## config.mk

```make
export PLATFORM = sky130hd
export DESIGN_NAME = deja_glitch_power_multi
export DESIGN_NICKNAME = d
export VERILOG_FILES = /design/src/rtl/deja_glitch_power_multi.sv
export SDC_FILE = /design/constraint.sdc
export NUM_CORES = 1
export LEC_CHECK = 0
export ABC_AREA = 1
export CAP_MARGIN = 20
export CELL_PAD_IN_SITES_DETAIL_PLACEMENT = 0
export CELL_PAD_IN_SITES_GLOBAL_PLACEMENT = 1
export CORE_AREA = 4 4 268 204
export DETAILED_ROUTE_END_ITERATION = 10
export DIE_AREA = 0 0 272 208
export MAX_ROUTING_LAYER = met4
export PLACE_DENSITY = 0.58
export SETUP_SLACK_MARGIN = 0.4
export SKIP_LAST_GASP = 1
export SLEW_MARGIN = 20
export SYNTH_ARGS = -nofsm -noshare
export SYNTH_HDL_FRONTEND = slang
export SYNTH_SLANG_ARGS = --single-unit
```

## constraint.sdc

```tcl
create_clock -name clk_i -period 3.6 [get_ports clk_i]
set_input_delay 0.72 -clock clk_i [delete_from_list [all_inputs] [get_ports clk_i]]
set_output_delay 0.72 -clock clk_i [all_outputs]
set_load 0.02 [all_outputs]
```

## src/rtl/deja_glitch_power_multi.sv

```systemverilog
// deja_glitch_power_multi: multi-channel power glitcher.
// One sweep engine drives CHANNELS glitch outputs. Each test cycle (run_i high)
// emits PULSES pulses of `size` clocks, the first one `offset` clocks into the
// window and the rest GAP clocks apart. The sweep walks the offset (iter) first
// and then the width (size += size_step), stopping once size exceeds size_max.
// Ports:
//   clk_i, rst_n_i          clock, asynchronous active-low reset
//   stb_i/we_i/adr_i/dat_i  8-bit wishbone slave request
//   ack_o/dat_o             single-cycle ack with read data
//   run_i                   test-cycle window from the target sequencer
//   glitch_o                per-channel glitch drive (idle level = pol[ch])
//   finished_o              sticky sweep-complete flag
module deja_glitch_power_multi #(
    parameter int unsigned CHANNELS = 2,
    parameter int unsigned CNT_W    = 32
) (
    input  logic                clk_i,
    input  logic                rst_n_i,
    input  logic                stb_i,
    input  logic                we_i,
    input  logic [3:0]          adr_i,
    input  logic [7:0]          dat_i,
    output logic                ack_o,
    output logic [7:0]          dat_o,
    input  logic                run_i,
    output logic [CHANNELS-1:0] glitch_o,
    output logic                finished_o
);

    localparam int unsigned SZ_W     = 9;
    localparam logic [3:0]  ADR_LAST = 4'd13;
    localparam logic [CNT_W-1:0] CNT_MAX = '1;

    typedef enum logic [2:0] {
        S_IDLE,
        S_WAIT,
        S_PULSE,
        S_GAP,
        S_HOLD,
        S_ADVANCE
    } state_t;

    state_t state;

    // Software-visible configuration
    logic [7:0]  size_reg;
    logic [7:0]  step_reg;
    logic [7:0]  ch_en_reg;
    logic [7:0]  pol_reg;
    logic [15:0] iter_max_reg;
    logic [7:0]  size_step_reg;
    logic [7:0]  size_max_reg;
    logic [7:0]  pulses_reg;
    logic [7:0]  gap_reg;

    // Sweep state
    logic [SZ_W-1:0]  cur_size;
    logic [15:0]      iter;
    logic [CNT_W-1:0] offset;
    logic             trunc;

    // Per test-cycle state
    logic [CNT_W-1:0]    run_cnt;
    logic [SZ_W-1:0]     ph;
    logic [7:0]          pulses_left;

    // Configuration captured at the start of a test cycle
    logic [7:0]          sh_step;
    logic [CHANNELS-1:0] sh_en;
    logic [CHANNELS-1:0] sh_pol;
    logic [15:0]         sh_iter_max;
    logic [7:0]          sh_size_step;
    logic [7:0]          sh_size_max;
    logic [7:0]          sh_gap;

    // Bus decode; ack_o gating keeps a held strobe from acking back-to-back
    logic wb_hit_c;
    logic wr_en_c;
    logic restart_c;
    logic busy_c;
    logic [7:0] rd_data_c;

    assign wb_hit_c  = stb_i && !ack_o && (adr_i <= ADR_LAST);
    assign wr_en_c   = wb_hit_c && we_i;
    assign restart_c = wr_en_c && (adr_i == 4'd3) && dat_i[0];
    assign busy_c    = (state != S_IDLE);

    // Sweep arithmetic
    logic [CNT_W:0]     off_sum_c;
    logic [CNT_W-1:0]   off_next_c;
    logic [CNT_W-1:0]   run_cnt_inc_c;
    logic [SZ_W-1:0]    size_sum_c;

    assign off_sum_c     = {1'b0, offset} + (CNT_W+1)'(sh_step);
    assign off_next_c    = off_sum_c[CNT_W] ? CNT_MAX : off_sum_c[CNT_W-1:0];
    assign run_cnt_inc_c = (run_cnt == CNT_MAX) ? run_cnt : run_cnt + CNT_W'(1);
    assign size_sum_c    = cur_size + SZ_W'(sh_size_step);

    // Output levels: live config while idle (shadow loads on that same edge)
    logic [CHANNELS-1:0] idle_lvl_c;
    logic [CHANNELS-1:0] pulse_lvl_c;

    assign idle_lvl_c  = (state == S_IDLE) ? pol_reg[CHANNELS-1:0] : sh_pol;
    assign pulse_lvl_c = idle_lvl_c ^ ((state == S_IDLE) ? ch_en_reg[CHANNELS-1:0] : sh_en);

    // Configuration register writes
    always_ff @(posedge clk_i or negedge rst_n_i) begin
        if (!rst_n_i) begin
            size_reg      <= 8'd1;
            step_reg      <= 8'd1;
            ch_en_reg     <= 8'hFF;
            pol_reg       <= 8'hFF;
            iter_max_reg  <= 16'd0;
            size_step_reg <= 8'd1;
            size_max_reg  <= 8'd1;
            pulses_reg    <= 8'd1;
            gap_reg       <= 8'd1;
        end else if (wr_en_c) begin
            case (adr_i)
                4'd0:    size_reg           <= dat_i;
                4'd1:    step_reg           <= dat_i;
                4'd4:    ch_en_reg          <= dat_i;
                4'd5:    pol_reg            <= dat_i;
                4'd6:    iter_max_reg[7:0]  <= dat_i;
                4'd7:    iter_max_reg[15:8] <= dat_i;
                4'd8:    size_step_reg      <= dat_i;
                4'd9:    size_max_reg       <= dat_i;
                4'd12:   pulses_reg         <= dat_i;
                4'd13:   gap_reg            <= dat_i;
                default: ;
            endcase
        end
    end

    // Read data mux
    always_comb begin
        rd_data_c = 8'h00;
        case (adr_i)
            4'd0:    rd_data_c = size_reg;
            4'd1:    rd_data_c = step_reg;
            4'd2:    rd_data_c = {5'b0, trunc, busy_c, finished_o};
            4'd4:    rd_data_c = ch_en_reg;
            4'd5:    rd_data_c = pol_reg;
            4'd6:    rd_data_c = iter_max_reg[7:0];
            4'd7:    rd_data_c = iter_max_reg[15:8];
            4'd8:    rd_data_c = size_step_reg;
            4'd9:    rd_data_c = size_max_reg;
            4'd10:   rd_data_c = iter[7:0];
            4'd11:   rd_data_c = iter[15:8];
            4'd12:   rd_data_c = pulses_reg;
            4'd13:   rd_data_c = gap_reg;
            default: rd_data_c = 8'h00;
        endcase
    end

    // Bus response
    always_ff @(posedge clk_i or negedge rst_n_i) begin
        if (!rst_n_i) begin
            ack_o <= 1'b0;
            dat_o <= 8'h00;
        end else begin
            ack_o <= wb_hit_c;
            dat_o <= (wb_hit_c && !we_i) ? rd_data_c : 8'h00;
        end
    end

    // Glitch sequencer and sweep engine
    always_ff @(posedge clk_i or negedge rst_n_i) begin
        if (!rst_n_i) begin
            state        <= S_IDLE;
            glitch_o     <= '1;
            finished_o   <= 1'b0;
            trunc        <= 1'b0;
            cur_size     <= SZ_W'(1);
            iter         <= 16'd0;
            offset       <= '0;
            run_cnt      <= '0;
            ph           <= '0;
            pulses_left  <= 8'd0;
            sh_step      <= 8'd1;
            sh_en        <= '1;
            sh_pol       <= '1;
            sh_iter_max  <= 16'd0;
            sh_size_step <= 8'd1;
            sh_size_max  <= 8'd1;
            sh_gap       <= 8'd1;
        end else if (restart_c) begin
            // Restart wins over whatever the sequencer was doing
            state      <= S_IDLE;
            glitch_o   <= pol_reg[CHANNELS-1:0];
            finished_o <= 1'b0;
            trunc      <= 1'b0;
            cur_size   <= SZ_W'(size_reg);
            iter       <= 16'd0;
            offset     <= '0;
        end else begin
            case (state)
                S_IDLE: begin
                    glitch_o <= idle_lvl_c;
                    if (run_i && !finished_o) begin
                        sh_step      <= step_reg;
                        sh_en        <= ch_en_reg[CHANNELS-1:0];
                        sh_pol       <= pol_reg[CHANNELS-1:0];
                        sh_iter_max  <= iter_max_reg;
                        sh_size_step <= size_step_reg;
                        sh_size_max  <= size_max_reg;
                        sh_gap       <= (gap_reg == 8'd0) ? 8'd1 : gap_reg;
                        pulses_left  <= (pulses_reg == 8'd0) ? 8'd1 : pulses_reg;
                        run_cnt      <= CNT_W'(1);
                        ph           <= SZ_W'(1);
                        if (offset == '0) begin
                            state    <= S_PULSE;
                            glitch_o <= pulse_lvl_c;
                        end else begin
                            state <= S_WAIT;
                        end
                    end
                end

                S_WAIT: begin
                    glitch_o <= idle_lvl_c;
                    if (!run_i) begin
                        trunc <= 1'b1;
                        state <= S_ADVANCE;
                    end else if ((run_cnt == offset) && (run_cnt != CNT_MAX)) begin
                        state    <= S_PULSE;
                        ph       <= SZ_W'(1);
                        glitch_o <= pulse_lvl_c;
                    end else begin
                        run_cnt <= run_cnt_inc_c;
                    end
                end

                S_PULSE: begin
                    glitch_o <= idle_lvl_c;
                    if (!run_i) begin
                        trunc <= 1'b1;
                        state <= S_ADVANCE;
                    end else if (ph >= cur_size) begin
                        ph <= SZ_W'(1);
                        if (pulses_left > 8'd1) begin
                            pulses_left <= pulses_left - 8'd1;
                            state       <= S_GAP;
                        end else begin
                            pulses_left <= 8'd0;
                            state       <= S_HOLD;
                        end
                    end else begin
                        ph       <= ph + SZ_W'(1);
                        glitch_o <= pulse_lvl_c;
                    end
                end

                S_GAP: begin
                    glitch_o <= idle_lvl_c;
                    if (!run_i) begin
                        trunc <= 1'b1;
                        state <= S_ADVANCE;
                    end else if (ph >= SZ_W'(sh_gap)) begin
                        state    <= S_PULSE;
                        ph       <= SZ_W'(1);
                        glitch_o <= pulse_lvl_c;
                    end else begin
                        ph <= ph + SZ_W'(1);
                    end
                end

                S_HOLD: begin
                    glitch_o <= idle_lvl_c;
                    if (!run_i) begin
                        state <= S_ADVANCE;
                    end
                end

                S_ADVANCE: begin
                    // Sweep offset first; on wrap widen the pulse
                    glitch_o <= idle_lvl_c;
                    state    <= S_IDLE;
                    if (iter == sh_iter_max) begin
                        iter     <= 16'd0;
                        offset   <= '0;
                        cur_size <= size_sum_c;
                        if (size_sum_c > SZ_W'(sh_size_max)) begin
                            finished_o <= 1'b1;
                        end
                    end else begin
                        iter   <= iter + 16'd1;
                        offset <= off_next_c;
                    end
                end

                default: begin
                    state    <= S_IDLE;
                    glitch_o <= idle_lvl_c;
                end
            endcase
        end
    end

endmodule

```

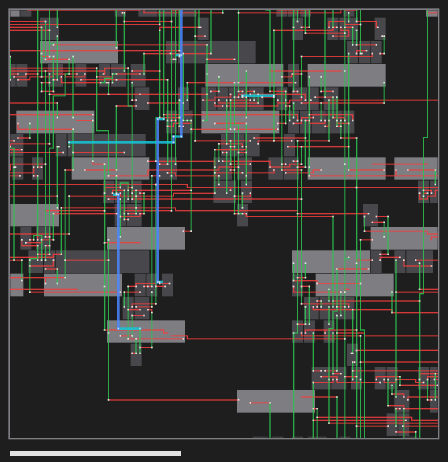
Fig. 1. Layout detail.
Bar = 20 µm. Region (43, 27) to (93, 77) µm. Cells in gray, sequential cells in the stronger gray; small squares are vias.
legend:
  M2:
    color: green
  M4:
    color: blue
  M1:
    color: red
  M3:
    color: cyan
netlist names of flops here include: iter (11), offset (5)
cells with their middle in the window: 108
sequential cells in the window: 16
most frequent: nand2_1 (27), dfrtp_1 (16), inv_1 (14)

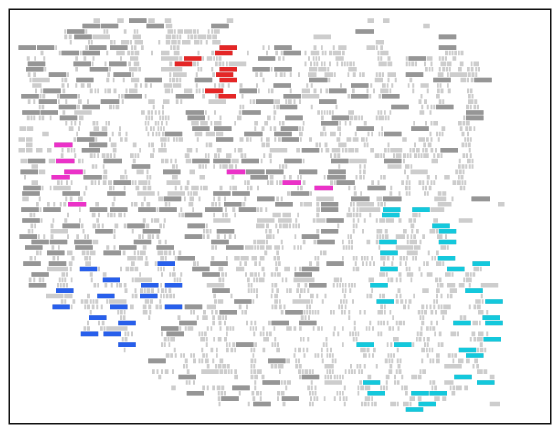
Fig. 2. Where the registers sit.
Other sequential cells in the stronger gray, the rest of the logic in the fainter gray.
legend:
  cur_size:
    color: red
    sequential_cells: 9
    where: top center
  iter:
    color: blue
    sequential_cells: 16
  run_cnt:
    color: cyan
    sequential_cells: 32
  ch_en_reg:
    color: magenta
    sequential_cells: 8
not colored: 189
Sequential Area: 6400 µm²
final cell utilization of the core: 33.8%
register fraction of the total cell area: 36.1%

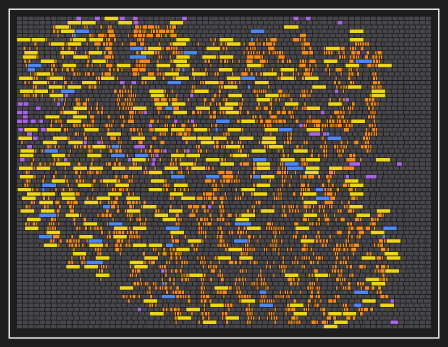
Fig. 3. Placement by cell class.
Fill, decap, tap and diode cells in gray.
legend:
  remaining logic cells:
    color: orange
    cells: 1793
    share_of_their_area: 52%
  clock drivers and dummy loads:
    color: blue
    cells: 56
    share_of_their_area: 6.4%
  registers:
    color: yellow
    cells: 254
    share_of_their_area: 38%
  remaining buffers and delay cells:
    color: purple
    cells: 59
    share_of_their_area: 3.4%
Placeable Area: 52300 µm²
cell row count: 73
Post-Layout Inst Area: 17700 µm²

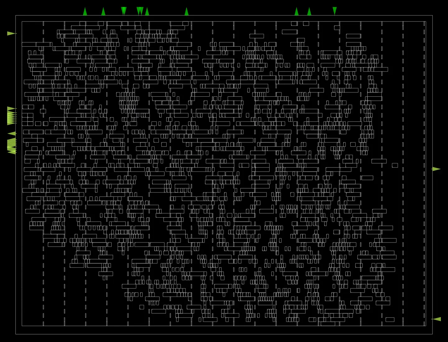
Fig. 4. Placement view.
seq_cells: 254
Tapcells: 712

==> notes.md <==
flow finished, numbers: result of the run=complete, no violations, Arrival @ worst endpoint=3.45 ns, sum of overflow across all layers after global routing=0, global-route track usage on met2=25.3%, Dominant comb cell=simple AND/OR/NAND/NOR gates, Routed WL per cell=around 18 µm, critical path's slowest cell=fa_1, share of the synthesized area in the top cell type=a little over a third, met1 layer usage reported by global route=roughly 29%, DP Worst Slack=0.405 ns, clk slew on worst S/H paths=0.06 ns, Most used DFF post-synth=dfrtp_1, Cell Type Count=between 50 and 60, number of antenna violations at the first check in global routing=0, number of sinks on the clock net=about 250, achievable clock frequency=339 MHz, Sum Neg Setup Slack=0 ns, remaining number of nets flagged by the antenna check after routing=0, TritonCTS clock tree=built, Critical Path Source Type=flip-flop, total routing usage reported by global routing=between 10% and 20%, number of global-route vias before repair=between 10k and 15k, Worst Reg-to-Reg Cells=15, max-cap viol count=0, Power Total=roughly 13 mW, kind of path behind the tightest hold check=in -> async, Max VDD drop=~0.47 mV, peak fanout along the critical path=3, final critical delay including setup and external delays=a little under 3 ns, Critical Path, Cell by Cell=ha_1 > fa_1 > nand2_1 > nand2_1 > a21oi_2 > xor2_1 > ha_1 > a21oi_1 > o21ai_0 > o21ai_0 > a21boi_0 > o32ai_1 > nand2_1 > nand2_1 > nand2_1, Iteration-0 DRC Markers=around 1.1k, buffer-and-inverter tally for the worst setup path=0, XOR/XNOR Fraction of Synth Area=under 10%, count of endpoints failing hold in the final timing report=0, Req. time, crit path=4.10 ns, first element of the critical path=cur_size[0], max-slew violation total from the final report=0, top flop regs=offset: 32 flops, run_cnt: 32 flops, number of warnings printed during yosys synthesis=0, post-route setup slack=0.650 ns, fp_density=29.5%, global-route wire length before repair=a little over 80000 µm, Pleak=between 8 and 9 nW, Worst-Margin Slew=0.823 ns, Simple-Gate Area Share=slightly below 30%, most common logic cell in the routed design=nand2_1, post-detail-place hpwl=about 39000 µm, setup repair after global routing missed its margin=false, Post-Syn Area=about 15000 µm², endpoint kind of the worst setup timing path=flip-flop, CP delay by family, top=adder cells, leading post-synthesis cells by instance count=nand2_1, inv_1, dfrtp_1, o21ai_0, nor2_1, ratio of cells with drive above 1 in the final layout=between 10% and 20%, final critical-path share of the clock period=about four fifths, antenna diode count=0, master cell of the clock root buffer=clkbuf_16, number of vias per cell after detailed routing=between 4 and 5, maximum number of pins on one net before global-route repair=roughly 110, detailed-router iteration count before antenna repair=5, endpoint of the worst register-to-register path=finished_o, OpenROAD warning count=29, post-synthesis register bit count=roughly 250, number of buffers inserted by port buffering=28, area grow syn2layout=14.5%, Worst Setup Path Type=reg -> reg, cell count after placement=approximately 2.8k, Top Layout Cells=nand2_1, inv_1, dfrtp_1, o21ai_0, nor2_1, Largest stage delay, worst path=between 0.4 and 0.5 ns, tally of non-filler cells in the final layout=2874, deepest clock path buffer count=3, gpl congestion=0.892, worst clock skew=0.0311 ns, Post CTS Setup Buffer Count=0, synthesized instance count=around 2.1k, worst slew margin relative to its limit=a little under half, Synth top cell by count=nand2_1, highest routed metal layer=met4, net count reported at finish=about 2.2k, cell count along the critical path=15, # IOs=29, x dimension of the die=272 µm, DR vias=14.1k, async set-or-reset flop fraction in the synthesized netlist=100%, GRT met3 Usage=~2.5%, count of cells resized by post-cts repair=0, wire length on met1=27300 µm, reg2reg setup slack=~0.65 ns, Die Outline Area=between 50000 and 60000 µm², cell taking the most area after synthesis=dfrtp_1, Met2 Wirelength=about 21000 µm, total nets after synthesis=between 2k and 2.5k, Detailed Route WL=51700 µm, Post-synth EDFFs=0, global routing's busiest layer=met1, number of cells in Yosys stat=2105, average footprint of a synthesized cell=between 7 and 8 µm², Post-Route Hold Slack=0.134 ns, number of hold-repair buffers added at the cts stage=0, detailed route wirelength on metal3=~2600 µm, clock insertion delay at the later pin of the skew report=about 0.6 ns, mux cell area share after synthesis=0.510%, dpl cell area=about 17000 µm², number of failing setup endpoints in the final timing report=0, Pwr Density=717 nW/µm², Adder Area Share=between 3 and 4%, critical path capture point=finished_o, top cells by area in the synthesized netlist=dfrtp_1, nand2_1, o21ai_0, inv_1, dfstp_2, number of DRC violations after detailed routing=0, Die Height=208 µm, CTS Buf Count=30, synthesis area per yosys=~15000 µm², aoi share=13.9%, deepest level of the CTS H-tree=1, Crit path top cell by count=nand2_1, Synth Seq Share=around 41%, reg-to-reg critical path startpoint=cur_size[0]
## where the power goes
part           leakage [nW]  switching [mW]  internal [mW]  total [mW]
Clock                 0.525            1.32           2.01        3.33
Sequential             3.07           0.760           3.77        4.53
Combinational          4.58            3.21           1.63        4.84
Total                  8.17            5.29           7.41        12.7
## area by class of cell
type	instances	area (µm²)
Fill cell	5582	34600
Multi-Input combinational cell	1506	7690
Sequential cell	254	6400
Inverter	287	1080
Clock buffer	48	908
Tap cell	712	891
Timing Repair Buffer	59	568
Clock inverter	8	165
## kinds of logic after synthesis
logic type	count (synthesis)
AND/OR/NAND/NOR	1036
AND-OR/OR-AND	373
XOR/XNOR	42
adder cells (fa/ha/maj)	48
multiplexers	7
flip-flops	254
buffers and inverters	345
Power and IR drop assume default switching activity.
